[src/rtl/sram_mem_controller.sv]
// MEM-stage data memory sequencer for an external 16-bit asynchronous SRAM.
// Each 32-bit load/store becomes two half-word accesses (low half first), then
// WAIT_CYCLES idle cycles, then a single-cycle DONE that releases the pipeline.
// The pipeline freezes on ~ready, so the request inputs normally stay stable.
// They are still latched in IDLE, so later changes cannot disturb a transaction.
module sram_mem_controller #(
  parameter logic [31:0] BASE_ADDR   = 32'd1024,
  parameter int unsigned WAIT_CYCLES = 3,
  parameter int unsigned SRAM_ADDR_W = 18
) (
  input  logic                   clk,
  input  logic                   rst,
  input  logic                   rd_en,
  input  logic                   wr_en,
  input  logic [31:0]            address,
  input  logic [31:0]            write_data,
  output logic [31:0]            read_data,
  output logic                   ready,
  output logic [SRAM_ADDR_W-1:0] sram_addr,
  input  logic [15:0]            sram_dq_in,
  output logic [15:0]            sram_dq_out,
  output logic                   sram_dq_oe,
  output logic                   sram_we_n,
  output logic                   sram_oe_n,
  output logic                   sram_ce_n,
  output logic                   sram_ub_n,
  output logic                   sram_lb_n
);

  typedef enum logic [2:0] {
    StIdle,
    StAccLo,
    StAccHi,
    StWait,
    StDone
  } state_e;

  // Counter value on the last WAIT cycle; WAIT is never entered when WAIT_CYCLES is 0.
  localparam logic [3:0] WaitLast = (WAIT_CYCLES == 0) ? 4'd0 : 4'(WAIT_CYCLES - 1);

  state_e      state_q, state_d;
  logic [3:0]  cnt_q, cnt_d;
  logic        op_wr_q, op_wr_d;
  logic [31:0] addr_q, addr_d;
  logic [31:0] wdata_q, wdata_d;
  logic [31:0] rdata_q, rdata_d;

  logic [31:0] offset;
  logic [31:0] word_idx;
  logic        hi_half;

  // State, counter, request latches and load data register.
  always_ff @(posedge clk) begin
    if (rst) begin
      state_q <= StIdle;
      cnt_q   <= 4'd0;
      op_wr_q <= 1'b0;
      addr_q  <= 32'd0;
      wdata_q <= 32'd0;
      rdata_q <= 32'd0;
    end else begin
      state_q <= state_d;
      cnt_q   <= cnt_d;
      op_wr_q <= op_wr_d;
      addr_q  <= addr_d;
      wdata_q <= wdata_d;
      rdata_q <= rdata_d;
    end
  end

  // Next-state logic, request latching and half-word capture on reads.
  always_comb begin
    state_d = state_q;
    cnt_d   = cnt_q;
    op_wr_d = op_wr_q;
    addr_d  = addr_q;
    wdata_d = wdata_q;
    rdata_d = rdata_q;
    unique case (state_q)
      StIdle: begin
        if (rd_en || wr_en) begin
          // A simultaneous read+write request is treated as a store.
          op_wr_d = wr_en;
          addr_d  = address;
          wdata_d = write_data;
          state_d = StAccLo;
        end
      end
      StAccLo: begin
        if (!op_wr_q) rdata_d[15:0] = sram_dq_in;
        state_d = StAccHi;
      end
      StAccHi: begin
        if (!op_wr_q) rdata_d[31:16] = sram_dq_in;
        cnt_d   = 4'd0;
        state_d = (WAIT_CYCLES == 0) ? StDone : StWait;
      end
      StWait: begin
        cnt_d = cnt_q + 4'd1;
        if (cnt_q == WaitLast) state_d = StDone;
      end
      StDone: begin
        state_d = StIdle;
      end
      default: begin
        state_d = StIdle;
      end
    endcase
  end

  // Half-word address of the latched request; out-of-range addresses wrap.
  assign offset    = addr_q - BASE_ADDR;
  assign word_idx  = offset >> 2;
  assign hi_half   = (state_q == StAccHi);
  assign sram_addr = SRAM_ADDR_W'({word_idx, hi_half});
  assign read_data = rdata_q;

  // Moore decode of the SRAM strobes and data bus, plus the ready handshake.
  always_comb begin
    sram_we_n   = 1'b1;
    sram_oe_n   = 1'b1;
    sram_ce_n   = 1'b1;
    sram_ub_n   = 1'b1;
    sram_lb_n   = 1'b1;
    sram_dq_oe  = 1'b0;
    sram_dq_out = 16'h0000;
    ready       = 1'b0;
    unique case (state_q)
      StIdle: begin
        ready = ~(rd_en | wr_en);
      end
      StAccLo, StAccHi: begin
        sram_ce_n = 1'b0;
        sram_ub_n = 1'b0;
        sram_lb_n = 1'b0;
        if (op_wr_q) begin
          sram_we_n   = 1'b0;
          sram_dq_oe  = 1'b1;
          sram_dq_out = hi_half ? wdata_q[31:16] : wdata_q[15:0];
        end else begin
          sram_oe_n = 1'b0;
        end
      end
      StWait: begin
        ready = 1'b0;
      end
      StDone: begin
        ready = 1'b1;
      end
      default: begin
        ready = 1'b0;
      end
    endcase
  end

endmodule

[config.mk]
export PLATFORM = sky130hd
export DESIGN_NAME = sram_mem_controller
export DESIGN_NICKNAME = d
export VERILOG_FILES = /design/src/rtl/sram_mem_controller.sv
export SDC_FILE = /design/constraint.sdc
export NUM_CORES = 1
export LEC_CHECK = 0
export ABC_AREA = 1
export CAP_MARGIN = 20
export CELL_PAD_IN_SITES_DETAIL_PLACEMENT = 1
export CELL_PAD_IN_SITES_GLOBAL_PLACEMENT = 1
export CORE_UTILIZATION = 32
export CTS_CLUSTER_DIAMETER = 50
export CTS_CLUSTER_SIZE = 40
export DETAILED_ROUTE_END_ITERATION = 10
export HOLD_SLACK_MARGIN = 0.03
export PLACE_DENSITY = 0.84
export SYNTH_ARGS = -nofsm -noshare
export SYNTH_HDL_FRONTEND = slang
export SYNTH_SLANG_ARGS = --single-unit
[constraint.sdc]
create_clock -name clk -period 2.5 [get_ports clk]
set_clock_uncertainty 0.1 [all_clocks]
set_input_delay 0.5 -clock clk [delete_from_list [all_inputs] [get_ports clk]]
set_output_delay 0.5 -clock clk [all_outputs]
set_load 0.02 [all_outputs]
**Run 1: the clock network**

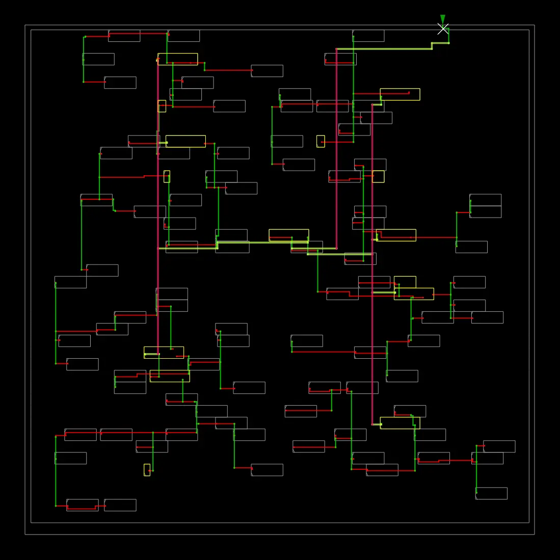
num sequential: 89
# clk buffers: 12
Clk Latency, worst-skew pair: 340 ps

**Run 1: routed metal, one color a layer**

Two of the layers only.
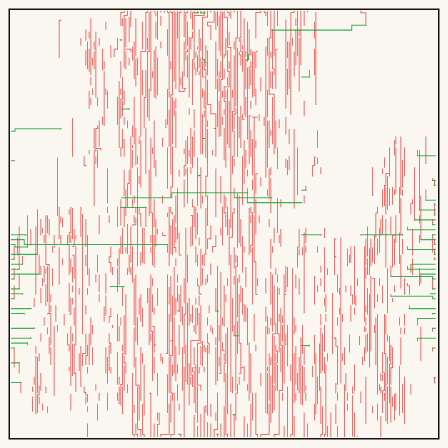
Key: red = met2 [wire length 7040 um]; green = met3 [wire length 363 um]
routed length per instance: 13.47 um
Detailed Route WL: 13.27 mm

**Run 1: M4 wires**

Supply wires on this layer in gray.
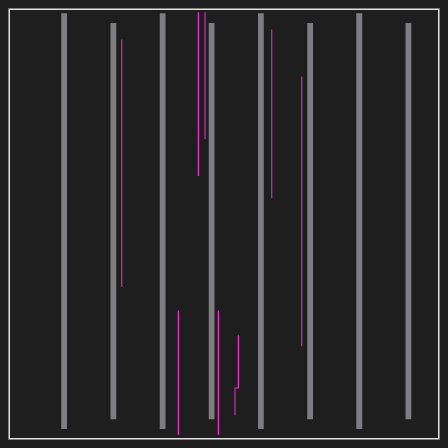
The layer holds 2.7% of the routed length. The wires run mostly vertical.
via count: 4473

==> GITHUB_STEP_SUMMARY, run 1 <==
### Yosys + OpenROAD results

| Metric | Value |
|---|---|
| CTS H-tree lvls | 3 |
| Failing checks | design-rule violations |
| Worst R2R End | addr_q[9] |
| Dominant kind of cell | logic gates |
| Seq share, synth | 41.31% |
| Met1 Resource Use GR | between 20% and 30% |
| Area figure in the yosys stat output | 4313 sq um |
| Met3 wire length | ~360 um |
| Vias per cell | about 4.5 |
| Drc violations | 2 |
| CTS Hold Bufs | 0 |
| Cell area leaders | dfxtp_1 (41%), nand2_1 (16%), nor2_1 (16%) |
| ANT cells | 1 |
| Flop pwr share | 38.4% |
| Flip-flops with a built-in enable | 0 |
| IO Port Bufs | between 100 and 150 |
| Largest net degree at the start of global routing | ~70 |
| Sw frac | roughly a third |
| Fraction of area in registers | between 20% and 30% |
| Cell depth of the worst flop-to-flop path | 7 |
| Worst hold path class | reg -> reg |
| Top power group | registers |
| Basic Gates by Area | approximately two fifths |
| Mapped Avg Cell Area | approximately 6.3 sq um |
| Most frequent cells in the layout | nand2_1 (189), nor2_1 (178), clkdlybuf4s50_1 (115) |
| Setup TNS | 0 ps |
| RSZ-0062 raised after global routing | false |
| Pleak | around 3 nW |
| WP data required | ~1900 ps |
| Initial antenna violation count | 1 |
| Logic area | ~1900 sq um |
| Net switching power | roughly 0.0016 W |
| GRT busiest layer | met2 |
| CTS resizes | 23 |
| Hpwl dp | approximately 9.6 mm |
| Finish-stage setup viols | 0 |
| GRT Residual Overflow | 0 |
| Critical path launch point type | primary input |
| Maximum vdd drop | roughly 0.31 mV |
| Worst setup endpoint | ready |
| Row cnt | about 42 |
| Synth mux share | 0% |
| Reg-to-Reg Start | state_q[0] |
| Clk pwr | between 0.001 and 0.0015 W |
| Tmin final | about 2400 ps |
| Post-Synth Adder-Cell Area | less than 1% |
| Top-count cell post-synth | nand2_1 |
| Fin cells | about 1000 |
| Cell Chain, Critical Path | clkdlybuf4s50_1, nor2_1, nand3_1, o31ai_1, dlygate4sd2_1 |
| Unique cell types | 21 |
| Total track usage | 19.56% |
| Max-cap viol count | 0 |
| Status | finished with violations |
| GR met2 Demand/Resource | ~36% |
==> inputs of run 2 (changes only) <==
--- a/config.mk
+++ b/config.mk
@@ -13,6 +13,7 @@
 export CTS_CLUSTER_DIAMETER = 50
 export CTS_CLUSTER_SIZE = 40
 export DETAILED_ROUTE_END_ITERATION = 10
+export GPL_ROUTABILITY_DRIVEN = 1
 export HOLD_SLACK_MARGIN = 0.03
 export PLACE_DENSITY = 0.84
 export SYNTH_ARGS = -nofsm -noshare
**Run 2: the clock network**

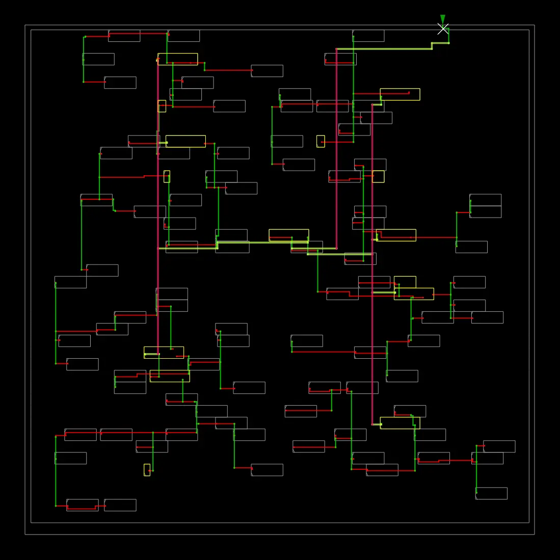
clock sink count: 89
CTS Buf Count: 9
clk pwr: 0.00124 W

==> run 2 against run 1 <==
The flow still finishes with violations (design-rule violations). Wire length did not move. Core utilization did not move. Sequential share of layout area did not move. Sequential power about the same. Non-clock buffer count unchanged. Global-route usage is the same. Combinational power is essentially flat. Register-to-register slack barely moved. Worst setup slack unchanged. Cell count unchanged. Hold slack is the same.
==> GITHUB_STEP_SUMMARY, run 2 <==
### Yosys + OpenROAD results

| Metric | Value |
|---|---|
| Status | finished with violations |
| Failing checks | design-rule violations |
| Net switching power | 0.001565 W (unchanged) |
| Basic Gates by Area | 38.93% (unchanged) |
| IO Port Bufs | 141 (unchanged) |
| Sw frac | 34.85% (unchanged) |
| CTS resizes | 23 (unchanged) |
| Maximum vdd drop | 0.3098 mV (unchanged) |
| Critical path launch point type | primary input |
| Max-cap viol count | 0 (unchanged) |
| Pleak | 2.955 nW (unchanged) |
| Num sequential | 89 (unchanged) |
| Total track usage | 19.56% (unchanged) |
| Logic area | 1922 sq um (unchanged) |
| Setup TNS | 0 ps (unchanged) |
| CTS H-tree lvls | 3 (unchanged) |
| Drc violations | 2 (unchanged) |
| Cell Chain, Critical Path | clkdlybuf4s50_1, nor2_1, nand3_1, o31ai_1, dlygate4sd2_1 |
| Worst hold path class | reg -> reg |
| Routed length per instance | 13.47 um (unchanged) |
| Most frequent cells in the layout | nand2_1 (189), nor2_1 (178), clkdlybuf4s50_1 (115) |
| Dominant kind of cell | logic gates |
| Clk Latency, worst-skew pair | 340 ps (about the same) |
| GRT busiest layer | met2 |
| Top-count cell post-synth | nand2_1 |
| Met3 wire length | 363 um (unchanged) |
| GRT Residual Overflow | 0 (unchanged) |
| Reg-to-Reg Start | state_q[0] |
| Flip-flops with a built-in enable | 0 (unchanged) |
| Via count | 4473 (unchanged) |
| Mapped Avg Cell Area | 6.296 sq um (unchanged) |
| RSZ-0062 raised after global routing | false |
| Cell area leaders | dfxtp_1 (41%), nand2_1 (16%), nor2_1 (16%) |
| Synth mux share | 0% (unchanged) |
| Worst setup endpoint | ready |
| Hpwl dp | 9.554 mm (unchanged) |
| Top power group | registers |
| Unique cell types | 21 (unchanged) |
**Run 2: close-up of the layout**

Scale bar: 10 um. Window x 44 to 74, y 44 to 74 um. Cells in gray, sequential cells in the stronger gray; small squares are vias.
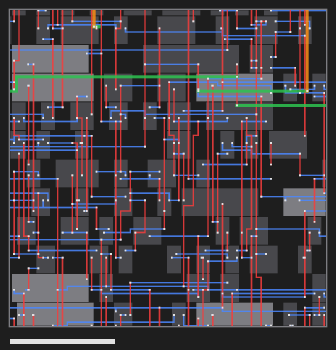

==> inputs of run 3 (changes only) <==
--- a/config.mk
+++ b/config.mk
@@ -11,10 +11,10 @@
 export CELL_PAD_IN_SITES_GLOBAL_PLACEMENT = 1
 export CORE_UTILIZATION = 32
 export CTS_CLUSTER_DIAMETER = 50
-export CTS_CLUSTER_SIZE = 40
 export DETAILED_ROUTE_END_ITERATION = 10
 export GPL_ROUTABILITY_DRIVEN = 1
 export HOLD_SLACK_MARGIN = 0.03
+export MAX_ROUTING_LAYER = met4
 export PLACE_DENSITY = 0.84
 export SYNTH_ARGS = -nofsm -noshare
 export SYNTH_HDL_FRONTEND = slang
**Run 3: close-up of the layout**

Scale bar: 10 um. Window x 44 to 74, y 44 to 74 um. Cells in gray, sequential cells in the stronger gray; small squares are vias.
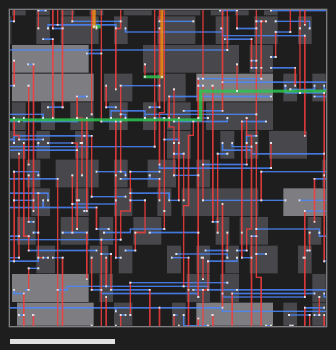
Key: orange = met4; green = met3; red = met2; blue = met1
Netlist names of flops here include state_q (3), wdata_q (3). Most frequent: nand2_1 (14), inv_1 (8), buf_4 (7). Sequential cells in the window: 7. 66 logic cells have their middle in the window.

==> run 3 against run 2 <==
The flow still finishes with violations (design-rule violations). Flip-flop count unchanged. Die area is the same. Clock power about the same. First-iteration DRC count up 8.7%. Critical path depth stayed put. Cell count did not move. Area after synthesis unchanged. Core utilization unchanged. Hold slack is essentially flat. Sequential share of layout area is the same. Highest routed layer unchanged.
==> GITHUB_STEP_SUMMARY, run 3 <==
### Yosys + OpenROAD results

| Metric | Value |
|---|---|
| Worst setup endpoint | ready |
| Fin Hold WS | slightly below 400 ps |
| Invs w/o clock | approximately 99 |
| Critical path launch point type | primary input |
| Top power group | registers |
| Setup bufs post-CTS | 0 |
| Layout cells sized above 1 | 5.941% |
| GRT Residual Overflow | 0 (unchanged) |
| Net switching power | 0.001562 W (-0.23%) |
| Clk Latency, worst-skew pair | 340 ps (about the same) |
| Sw frac | 34.80% (-0.051 points) |
| Status | finished with violations |
| Slew margin rel. | a little under three fifths |
| Cell area leaders | dfxtp_1 (41%), nand2_1 (16%), nor2_1 (16%) |
| Met3 global-route usage | roughly 2.7% |
| ANT cells | 1 |
| Synth mux share | 0% (unchanged) |
| Flip-flops with a built-in enable | 0 (unchanged) |
| Max-cap viol count | 0 (unchanged) |
| Total track usage | 20.13% (+0.57 points) |
| Failing checks | design-rule violations |
| IO Port Bufs | 141 (unchanged) |
| Worst R2R End | wdata_q[1] |
| Mapped Avg Cell Area | 6.296 sq um (unchanged) |
| Maximum vdd drop | 0.3099 mV (about the same) |
| Routed length per instance | 13.39 um (-0.60%) |
| Pleak | 2.955 nW (unchanged) |
| Clock sink count | 89 (unchanged) |
| Sequential cell power | ~0.0017 W |
| Flop pwr share | about two fifths |
| Basic Gates by Area | 38.93% (unchanged) |
| Hpwl dp | 9.554 mm (unchanged) |
| Io pins | 157 |
| Drc violations | 2 (unchanged) |
| Top-count cell post-synth | nand2_1 |
| Largest logic family | simple AND/OR/NAND/NOR gates |
| Post-DRT Antenna Nets | 0 |
| Cell Chain, Critical Path | clkdlybuf4s50_1, nor2_1, nand3_1, o31ai_1, dlygate4sd2_1 |
| CTS H-tree lvls | 3 (unchanged) |
| Fmax | 416.5 MHz |
| CP max FO | 2 |
| Dominant kind of cell | logic gates |
| Most frequent cells in the layout | nand2_1 (189), nor2_1 (178), clkdlybuf4s50_1 (115) |
| Met3 wire length | 315 um (-13%) |
| WHS Path Cells | 2 |
| Placed cells | between 900 and 1000 |
| Reg-to-Reg Start | state_q[0] |
| Num sequential | 89 (unchanged) |
| Worst hold path class | reg -> reg |
| CTS Buf Count | 9 (unchanged) |
| RSZ-0062 raised after global routing | false |
| Via count | 4443 (-0.67%) |
| CP Buf/Inv Count | 2 |
| Setup TNS | 0 ps (unchanged) |
| Logic area | 1922 sq um (unchanged) |
No activity file was given, so power comes from the tool's default toggle rates.
